[src/rtl/alarm_ctrl_fsm.sv]
// Alarm clock key-entry controller: collects digits, commits them as new time or alarm time.
// Latency: load pulses one cycle after the sampling edge; all outputs decoded from registers.
// No backpressure: key/tick strobes are consumed on the edge they appear. Option: TIME_CHECK_EN.
module alarm_ctrl_fsm (
  input  logic       clk,
  input  logic       reset,
  input  logic       one_second,
  input  logic       key_valid,
  input  logic [3:0] key_code,
  output logic [3:0] key_buffer_ms_hr,
  output logic [3:0] key_buffer_ls_hr,
  output logic [3:0] key_buffer_ms_min,
  output logic [3:0] key_buffer_ls_min,
  output logic       load_new_c,
  output logic       load_new_a,
  output logic       show_new_time,
  output logic       show_a
);

  typedef enum logic [2:0] {
    SHOW_TIME  = 3'd0,
    KEY_ENTRY  = 3'd1,
    SHOW_ALARM = 3'd2,
    SET_TIME   = 3'd3,
    SET_ALARM  = 3'd4
  } state_t;

  typedef struct packed {
    logic [3:0] ms_hr;
    logic [3:0] ls_hr;
    logic [3:0] ms_min;
    logic [3:0] ls_min;
  } key_buf_t;

  localparam logic [3:0] KEY_ALARM  = 4'hA;
  localparam logic [3:0] KEY_TIME   = 4'hB;
  localparam logic [3:0] TIMEOUT_LAST = 4'd9;

  state_t   state, state_nxt;
  key_buf_t key_buf, key_buf_nxt, key_buf_shift;
  logic [3:0] timer, timer_nxt;
  logic     is_digit, is_alarm, is_time;
  logic     key_acc;
  logic     buf_valid;

  assign is_digit = key_valid && (key_code <= 4'd9);
  assign is_alarm = key_valid && (key_code == KEY_ALARM);
  assign is_time  = key_valid && (key_code == KEY_TIME);

  assign key_buf_shift = '{ms_hr: key_buf.ls_hr, ls_hr: key_buf.ms_min,
                           ms_min: key_buf.ls_min, ls_min: key_code};

`ifdef TIME_CHECK_EN
  // Hour is two BCD digits, so "> 23" means tens above 2, or tens 2 with units above 3.
  assign buf_valid = !((key_buf.ms_hr > 4'd2) ||
                       ((key_buf.ms_hr == 4'd2) && (key_buf.ls_hr > 4'd3)) ||
                       (key_buf.ms_min > 4'd5) || (key_buf.ls_min > 4'd9));
`else
  assign buf_valid = 1'b1;
`endif

  always_comb begin
    state_nxt   = state;
    key_buf_nxt = key_buf;
    timer_nxt   = timer;
    key_acc     = 1'b0;
    case (state)
      SHOW_TIME: begin
        if (is_digit) begin
          key_buf_nxt = key_buf_shift;
          state_nxt   = KEY_ENTRY;
          key_acc     = 1'b1;
        end else if (is_alarm) begin
          state_nxt = SHOW_ALARM;
          key_acc   = 1'b1;
        end
      end
      SHOW_ALARM: begin
        if (is_alarm) begin
          state_nxt = SHOW_TIME;
          key_acc   = 1'b1;
        end else if (is_digit) begin
          key_buf_nxt = key_buf_shift;
          state_nxt   = KEY_ENTRY;
          key_acc     = 1'b1;
        end else if (one_second) begin
          if (timer == TIMEOUT_LAST) state_nxt = SHOW_TIME;
          else                       timer_nxt = timer + 4'd1;
        end
      end
      KEY_ENTRY: begin
        if (is_digit) begin
          key_buf_nxt = key_buf_shift;
          key_acc     = 1'b1;
        end else if (is_time || is_alarm) begin
          key_acc = 1'b1;
          if (!buf_valid) begin
            state_nxt   = SHOW_TIME;
            key_buf_nxt = '0;
          end else begin
            state_nxt = is_time ? SET_TIME : SET_ALARM;
          end
        end else if (one_second) begin
          if (timer == TIMEOUT_LAST) begin
            state_nxt   = SHOW_TIME;
            key_buf_nxt = '0;
          end else begin
            timer_nxt = timer + 4'd1;
          end
        end
      end
      SET_TIME, SET_ALARM: begin
        // Buffer stays intact during the pulse so the load captures it, then clears.
        state_nxt   = SHOW_TIME;
        key_buf_nxt = '0;
      end
      default: state_nxt = SHOW_TIME;
    endcase
    if (key_acc || (state_nxt != state)) timer_nxt = '0;
  end

  always_ff @(posedge clk) begin
    if (reset) begin
      state   <= SHOW_TIME;
      key_buf <= '0;
      timer   <= '0;
    end else begin
      state   <= state_nxt;
      key_buf <= key_buf_nxt;
      timer   <= timer_nxt;
    end
  end

  assign key_buffer_ms_hr  = key_buf.ms_hr;
  assign key_buffer_ls_hr  = key_buf.ls_hr;
  assign key_buffer_ms_min = key_buf.ms_min;
  assign key_buffer_ls_min = key_buf.ls_min;
  assign load_new_c    = (state == SET_TIME);
  assign load_new_a    = (state == SET_ALARM);
  assign show_new_time = (state == KEY_ENTRY);
  assign show_a        = (state == SHOW_ALARM);

endmodule
[config.mk]
export PLATFORM = sky130hd
export DESIGN_NAME = alarm_ctrl_fsm
export DESIGN_NICKNAME = d
export VERILOG_FILES = /design/src/rtl/alarm_ctrl_fsm.sv
export SDC_FILE = /design/constraint.sdc
export NUM_CORES = 1
export LEC_CHECK = 0
export ABC_AREA = 1
export CORE_MARGIN = 2
export CORE_UTILIZATION = 53
export DETAILED_ROUTE_END_ITERATION = 10
export PLACE_DENSITY = 0.83
export SYNTH_ARGS = -nofsm -noshare
export SYNTH_HDL_FRONTEND = slang
export SYNTH_SLANG_ARGS = --single-unit
[constraint.sdc]
create_clock -name clk -period 2.5 [get_ports clk]
set_clock_uncertainty 0.2 [all_clocks]
set_input_delay 0.5 -clock clk [delete_from_list [all_inputs] [get_ports clk]]
set_output_delay 0.5 -clock clk [all_outputs]
set_load 0.005 [all_outputs]
Fig. 1: run 1, gate-type map
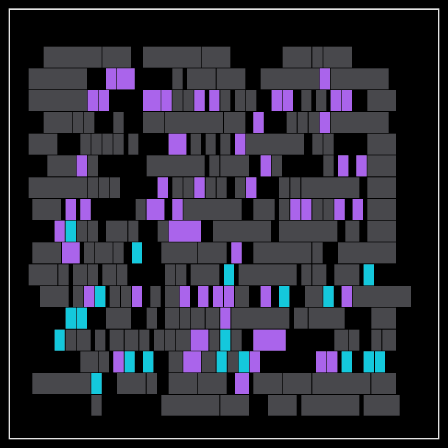
- purple: NOR gates (cells 53; most used nor2_1)
- cyan: inverters (cells 19; most used inv_1)
Finished Layout Cells: 260
most numerous logic cell after layout: sky130_fd_sc_hd__nand2_1

Fig. 2: run 1, close-up of the layout
Scale bar: 5 um. Window x 17 to 37, y 27 to 47 um. Cells in grey, sequential cells in the stronger grey; small squares are vias.
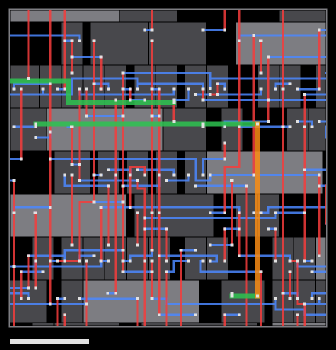
- red: metal 2
- orange: metal 4
- blue: metal 1
- green: metal 3
- netlist names of flops here include: key_buffer_ls_min (2), key_buffer_ms_min (2)
- sequential cells in the window: 5
- most frequent: nand2_1 (21), nor2_1 (13), dfxtp_1 (5)
- cells with their middle in the window: 48

==> Changelog: implementation, run 1 <==
### Physical design

* Sequential fraction of the synthesis area at 35.5%
* Net count of the mapped netlist at 215
* Xor-xnor portion of the synthesized cell area at 2.03%
* Overflow left after global routing at 0
* Combinational Gates at 157
* Number of search-and-repair iterations in the first detailed-routing pass at 4
* Post-route antenna net violation count at 0
* M2 GR Usage at 36.2%
* Met1 track demand over resource at 28.2%
* Endpoint type of the worst setup path: primary output
* Ratio of routed vias to standard cells at 4.98
* Yosys stat cell total at 205
* Share of synthesized cell area in and, or, nand and nor gates at 48.2%
* Post-cts resize count at 0
* Tot GR Track Use at 21.4%
* Comb/total area at 44.3%
* Capture point of the worst path: show_a
* Die span in x at 53.5 um
* Total standard cell area after synthesis at 1300 um^2
* CP Cell Sequence: nor2_4, inv_2, nor2_2, clkdlybuf4s50_1
* Area share of and-or/or-and cells after synthesis at 2.60%
* Category of the worst setup path launch point: register
* Port-buffer cells at 27
* Total via count after detailed routing at 1294
* Initial antenna violation count at 0
* Bufs on Longest Clock Path at 2
* Fin nets at 243
* Most common flop cell mapped by yosys: sky130_fd_sc_hd__dfxtp_1
* Fraction of area in registers at 28.7%
* Cell type taking the most area: logic gates
* Count of inserted tapcells at 28
* Synth-to-layout area growth at 23.5%
* Metal-1 WL at 1.27 mm
* Post-synth area hogs: sky130_fd_sc_hd__dfxtp_1, sky130_fd_sc_hd__nand2_1, sky130_fd_sc_hd__nor2_1, sky130_fd_sc_hd__nand3_1, sky130_fd_sc_hd__inv_1
* Max layer used: met4
* Mapped Avg Cell Area at 6.33 um^2
* Core utilization before placement at 57.5%
* End of the worst register-to-register path: key_buffer_ms_hr[3]
* Share of the core filled with cells at 71.1%
* Clock network power consumption at 173 uW
* Summed area of non-filler cells in the final layout at 1600 um^2
* Length of routed met2 wiring at 1.25 mm
* Number of unique standard cell types used by synthesis at 23
* Number of buffers added by the clock tree synthesis step at 3
* Number of standard-cell rows in the floorplan at 17
* Filler cell count in the final layout at 197
* Sequential standard cell area at 460 um^2
* Power of the combinational group at 284 uW
* Sw power at 286 uW
* Required time of the critical path at 1800 ps
* RSZ-0062 raised after global routing: no
* Total power divided by cell area at 557 nW/um^2
* Dominant cell area share at 35.5%
* Pre-CTS setup slack at 140 ps
* Fraction of area in clock buffers and inverters at 1.72%
* Largest net degree at the start of global routing at 33
* Status: completed
* Worst path slowest cell: sky130_fd_sc_hd__clkdlybuf4s50_1
* Total Neg Setup Slack at 0 ps
* ANT cells at 0
* Master cell of the clock root buffer: sky130_fd_sc_hd__clkbuf_4
* Proportion of synthesized area in mux cells at 0%
* Hold crit path type: register to register
* Setup slack of the worst register-to-register path at 580 ps
* Total instance count after detailed placement at 256
* Setup slack after layout at 166 ps
* Static Leak at 0.740 nW
* Crit path buf inv count at 2
* Vertical extent of the die at 53.5 um
* HPWL Detailed at 2.06 mm
* Count of unresolved DRC violations after routing at 0
* Routability congestion estimate from global placement at 0.925
* Peak fanout along the critical path at 8
* Chip Area at 2860 um^2
* CP delay by family, top: buffers and inverters
* Origin of the worst min-delay path: key_buffer_ms_hr[2]
* Number of DRC violations after detailed-routing iteration 0 at 32
* Crit path from: state[0]
* Clock Buffer Count at 3
* Total count of hold-check failures in the final report at 0
* Internal power consumption at 606 uW
* Hold depth at 2
Fig. 3: run 1, clock routing
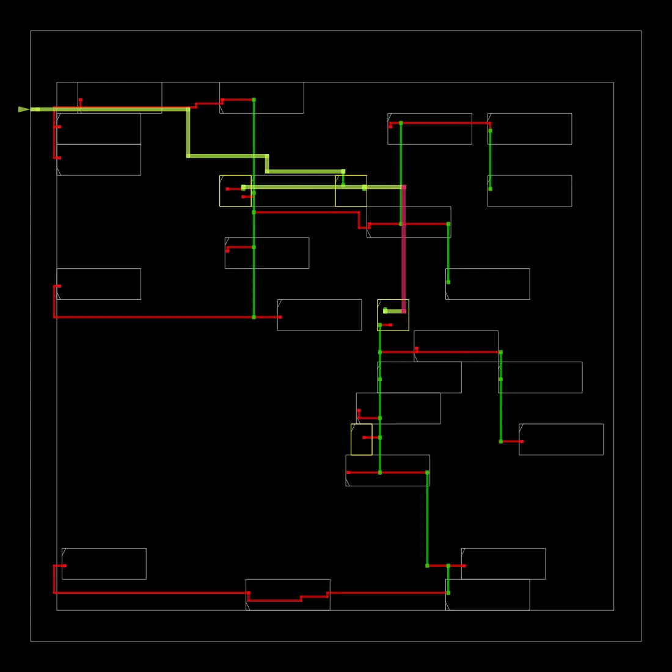
CTS sink cnt: 23
flop count: 23

Fig. 4: run 1, pin map
Scale bar: 20 um. Pins as bars across the die edge, other pins in grey.
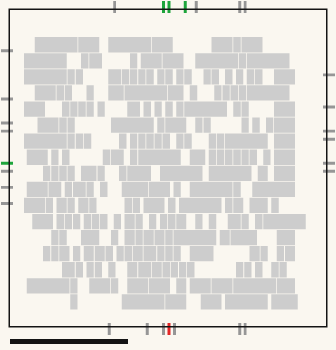

==> run 1 -> run 2 <==
==> constraint.sdc (replaced) <==
create_clock -name clk -period 2.5 [get_ports clk]
set_clock_uncertainty 0.2 [all_clocks]
set_input_delay 0.25 -clock clk [delete_from_list [all_inputs] [get_ports clk]]
set_output_delay 0.25 -clock clk [all_outputs]
set_load 0.005 [all_outputs]
Fig. 5: run 2, pin map
Scale bar: 20 um. Pins as bars across the die edge, other pins in grey.
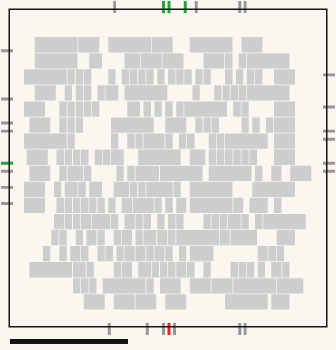
- green: key_buffer_ls_min (pins 4; direction output; edge 3 top, 1 left)
- red: reset (pins 1; direction input; edge bottom)
vertical extent of the die: 53.5 um
die span in x: 53.5 um

==> run 2 against run 1 <==
Net effect: synthesized cell count did not move; critical path depth did not move; highest routed layer unchanged; clock-buffer cell count is the same; area after synthesis did not move; critical path type unchanged; global-route usage up 0.15 points.
==> Changelog: implementation, run 2 <==
### Physical design

* Status: completed
* Yosys stat cell total at 205
* Post-cts hold buffer count at 0
* Length of routed met2 wiring at 1.24 mm
* Post-synth area hogs: sky130_fd_sc_hd__dfxtp_1, sky130_fd_sc_hd__nand2_1, sky130_fd_sc_hd__nor2_1, sky130_fd_sc_hd__nand3_1, sky130_fd_sc_hd__inv_1
* Number of logged tool warnings at 27
* Total Neg Setup Slack at 0 ps
* Total power divided by cell area at 560 nW/um^2
* Chip Area at 2860 um^2
* Number of buffers added by the clock tree synthesis step at 3
* Initial antenna violation count at 0
* Synth area leader: sky130_fd_sc_hd__dfxtp_1
* Total count of hold-check failures in the final report at 0
* Slew Limit Headroom at 77.0%
* Bufs on Longest Clock Path at 2
* Busiest metal layer after global routing: met2
* Routability congestion estimate from global placement at 0.926
* Filler cell count in the final layout at 200
* Fraction of area in registers at 28.7%
* Core utilization before placement at 57.5%
* Worst-case reg-to-reg path depth at 9
* Per-cell routed wire length at 10.4 um
* Top power group: sequential cells
* Xor-xnor portion of the synthesized cell area at 2.03%
* Worst endpoint data arrival time at 1660 ps
* Number of DRC violations after detailed-routing iteration 0 at 36
* Master cell of the clock root buffer: sky130_fd_sc_hd__clkbuf_4
* Cell type taking the most area: logic gates
* Amount of wire on met3 after detailed routing at 144 um
* Post-route antenna net violation count at 0
* RSZ-0062 raised after global routing: no
* Sw power at 290 uW
* Worst path slowest cell: sky130_fd_sc_hd__clkdlybuf4s50_1
* Comb/total area at 44.3%
* Count of inserted tapcells at 28
* Number of enable flip-flop cells at 0
* Total standard cell area after synthesis at 1300 um^2
* Non-clock buffer share of cell area at 18.6%
* Most common flop cell mapped by yosys: sky130_fd_sc_hd__dfxtp_1
* CTS sink cnt at 23
* Static Leak at 0.740 nW
* Pre-CTS setup slack at 351 ps
* Most numerous logic cell after layout: sky130_fd_sc_hd__nand2_1
* Sequential standard cell area at 460 um^2
* Share of the core filled with cells at 71.1%
* Total via count after detailed routing at 1283
* Total instance count after detailed placement at 256
* Non-clock inverter total of the final layout at 19
* Clock network power consumption at 177 uW
* Proportion of synthesized area in mux cells at 0%
* WHS at 295 ps
* Hold depth at 2
* Ratio of routed vias to standard cells at 4.93
* Net count of the mapped netlist at 215
* Crit path buf inv count at 2
* Setup slack after layout at 393 ps
* Required time of the critical path at 2050 ps
* Largest logic family: simple AND/OR/NAND/NOR gates
* Fraction of power consumed by sequential logic at 48.6%
* Most popular library cell in the synthesized design by count: sky130_fd_sc_hd__nand2_1
* Overflow left after global routing at 0
* Port-buffer cells at 27
* Share of synthesized cell area in and, or, nand and nor gates at 48.2%
* Global-route wire length before repair at 4.50 mm
* H-tree depth at 1
* Setup slack of the worst register-to-register path at 610 ps
* Capture point of the worst path: show_a
* Endpoint type of the worst setup path: primary output
* Number of unique standard cell types used by synthesis at 23
* Synth-to-layout area growth at 23.5%
* Logic cell area at 711 um^2
* M2 GR Usage at 34.8%
* Number of search-and-repair iterations in the first detailed-routing pass at 4
* FF-to-FF Start: timer[0]
* Power of the combinational group at 284 uW
* Category of the worst setup path launch point: register
* Number of standard-cell rows in the floorplan at 17
* End of the worst register-to-register path: key_buffer_ms_min[1]
* HPWL Detailed at 2.00 mm
* Finished Layout Cells at 260
* Max cap viols at 0
* Mapped Avg Cell Area at 6.33 um^2
* Fraction of met3 tracks used by global routing at 3.39%
* ANT cells at 0
* Largest net degree at the start of global routing at 33
* Sequential fraction of the synthesis area at 35.5%
* Gate power share at 31.7%
* Internal power consumption at 606 uW
* Dominant cell area share at 35.5%
* Non-Clock Buffer Count at 29
* Flop count at 23
* Metal-1 WL at 1.29 mm
* Combinational Gates at 157
* Post-cts resize count at 0
* Clock Buffer Count at 3
* Kind of critical path: register to primary output
* Min Tclk post-route at 2110 ps
* Core area at 2250 um^2
* Insertion delay at the late pin of the worst-skew pair at 320 ps
* CP delay by family, top: buffers and inverters
* Tot GR Track Use at 21.6%
* Hold crit path type: register to register
* Final Cycle Share at 84.3%
* Count of unresolved DRC violations after routing at 0
* Area share of and-or/or-and cells after synthesis at 2.60%
* Number of global-route vias before repair at 1061
* Clock edge transition at the registers on the reported setup and hold paths at 130 ps
* Fraction of area in clock buffers and inverters at 1.72%
* Peak fanout along the critical path at 8
* Crit path from: state[0]
* Origin of the worst min-delay path: key_buffer_ms_hr[2]
* Fin nets at 243
* Max layer used: met4
* Summed area of non-filler cells in the final layout at 1600 um^2
* Slew at the pin closest to its max-slew limit at 345 ps
* CP Cell Sequence: nor2_4, inv_2, nor2_2, clkdlybuf4s50_1
* Met1 track demand over resource at 28.5%
Fig. 6: run 2, wire density map
The die is cut into 11 by 11 equal tiles; white is low, dark blue is high, scaled to the fullest tile. Values are wire area over tile area, all layers added.
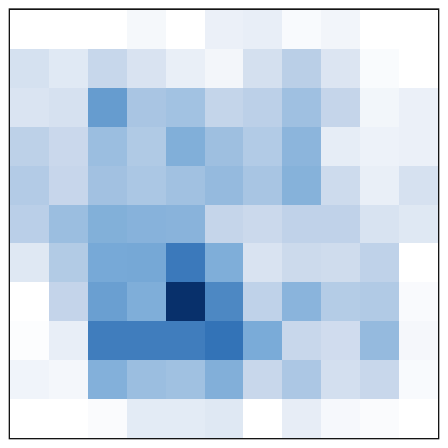

==> run 2 -> run 3 <==
--- a/config.mk
+++ b/config.mk
@@ -7,9 +7,9 @@
 export LEC_CHECK = 0
 export ABC_AREA = 1
 export CORE_MARGIN = 2
-export CORE_UTILIZATION = 53
+export CORE_UTILIZATION = 50
 export DETAILED_ROUTE_END_ITERATION = 10
-export PLACE_DENSITY = 0.83
+export PLACE_DENSITY = 0.79
 export SYNTH_ARGS = -nofsm -noshare
 export SYNTH_HDL_FRONTEND = slang
 export SYNTH_SLANG_ARGS = --single-unit
==> constraint.sdc (replaced) <==
create_clock -name clk -period 2.2 [get_ports clk]
set_clock_uncertainty 0.2 [all_clocks]
set_input_delay 0.22 -clock clk [delete_from_list [all_inputs] [get_ports clk]]
set_output_delay 0.22 -clock clk [all_outputs]
set_load 0.005 [all_outputs]
Fig. 7: run 3, wire density map
The die is cut into 11 by 11 equal tiles; white is low, dark blue is high, scaled to the fullest tile. Values are wire area over tile area, all layers added.
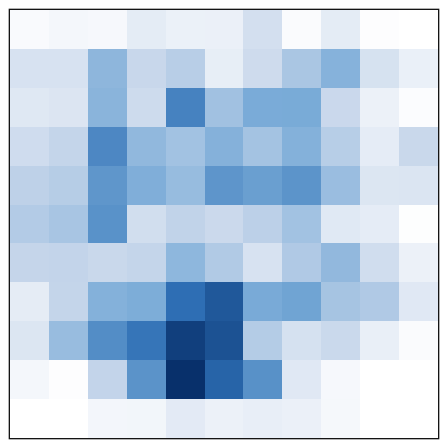
- fullest tile: 0.47
- emptiest ninth of the die: lower right
- nearly empty tiles: 9.1%
- mean over tiles: 0.13
- densest ninth of the die: bottom centre
per-cell routed wire length: 9.73 um
total via count after detailed routing: 1252

==> run 3 against run 2 <==
Net effect: cell count increased by 0.77%; die size increased by 5.5%; global-route usage decreased by 3.2 points; via count decreased by 2.4%; combinational power increased by 13%; power increased by 12%; core utilization decreased by 6.3 points; critical path depth unchanged; sequential share of layout area about the same; critical path type unchanged; critical endpoint unchanged; largest cell class unchanged.
==> Changelog: implementation, run 3 <==
### Physical design

* Number of unique standard cell types used by synthesis at 23
* Pre-CTS setup slack at 118 ps
* Most numerous logic cell after layout: sky130_fd_sc_hd__nand2_1
* Static Leak at 0.740 nW
* Top power group: sequential cells
* Busiest metal layer after global routing: met2
* Non-clock inverter total of the final layout at 19
* Hold depth at 2
* Largest net degree at the start of global routing at 33
* Post-cts hold buffer count at 0
* Status: completed
* Slew at the pin closest to its max-slew limit at 327 ps
* Ratio of routed vias to standard cells at 4.78
* Clock network power consumption at 193 uW
* H-tree depth at 1
* Power of the combinational group at 320 uW
* CP delay by family, top: buffers and inverters
* Kind of critical path: register to primary output
* Routability congestion estimate from global placement at 0.920
* Total instance count after detailed placement at 258
* WHS at 292 ps
* Initial antenna violation count at 0
* Length of routed met2 wiring at 1.17 mm
* Synth-to-layout area growth at 23.7%
* Sw power at 319 uW
* Crit path buf inv count at 2
* Insertion delay at the late pin of the worst-skew pair at 310 ps
* Fraction of power consumed by sequential logic at 49.1%
* M2 GR Usage at 29.0%
* Total count of hold-check failures in the final report at 0
* Fraction of area in clock buffers and inverters at 1.71%
* Most popular library cell in the synthesized design by count: sky130_fd_sc_hd__nand2_1
* Most common flop cell mapped by yosys: sky130_fd_sc_hd__dfxtp_1
* Fraction of met3 tracks used by global routing at 6.45%
* Share of the core filled with cells at 64.8%
* CP Cell Sequence: nor2_4, inv_2, nor2_2, clkdlybuf4s50_1
* Die span in x at 54.9 um
* Global-route wire length before repair at 4.08 mm
* Number of enable flip-flop cells at 0
* Number of DRC violations after detailed-routing iteration 0 at 29
* Proportion of synthesized area in mux cells at 0%
* Final Cycle Share at 92.4%
* Port-buffer cells at 27
* Mapped Avg Cell Area at 6.33 um^2
* Cell type taking the most area: logic gates
* Setup slack of the worst register-to-register path at 330 ps
* Area share of and-or/or-and cells after synthesis at 2.60%
* Summed area of non-filler cells in the final layout at 1610 um^2
* Non-Clock Buffer Count at 29
* Filler cell count in the final layout at 235
* Number of buffers added by the clock tree synthesis step at 3
* Category of the worst setup path launch point: register
* Overflow left after global routing at 0
* Post-cts resize count at 0
* Fin nets at 243
* Master cell of the clock root buffer: sky130_fd_sc_hd__clkbuf_4
* Post-synth area hogs: sky130_fd_sc_hd__dfxtp_1, sky130_fd_sc_hd__nand2_1, sky130_fd_sc_hd__nor2_1, sky130_fd_sc_hd__nand3_1, sky130_fd_sc_hd__inv_1
* Sequential fraction of the synthesis area at 35.5%
* Total power divided by cell area at 628 nW/um^2
* ANT cells at 0
Power is estimated from default activity; no workload was simulated.
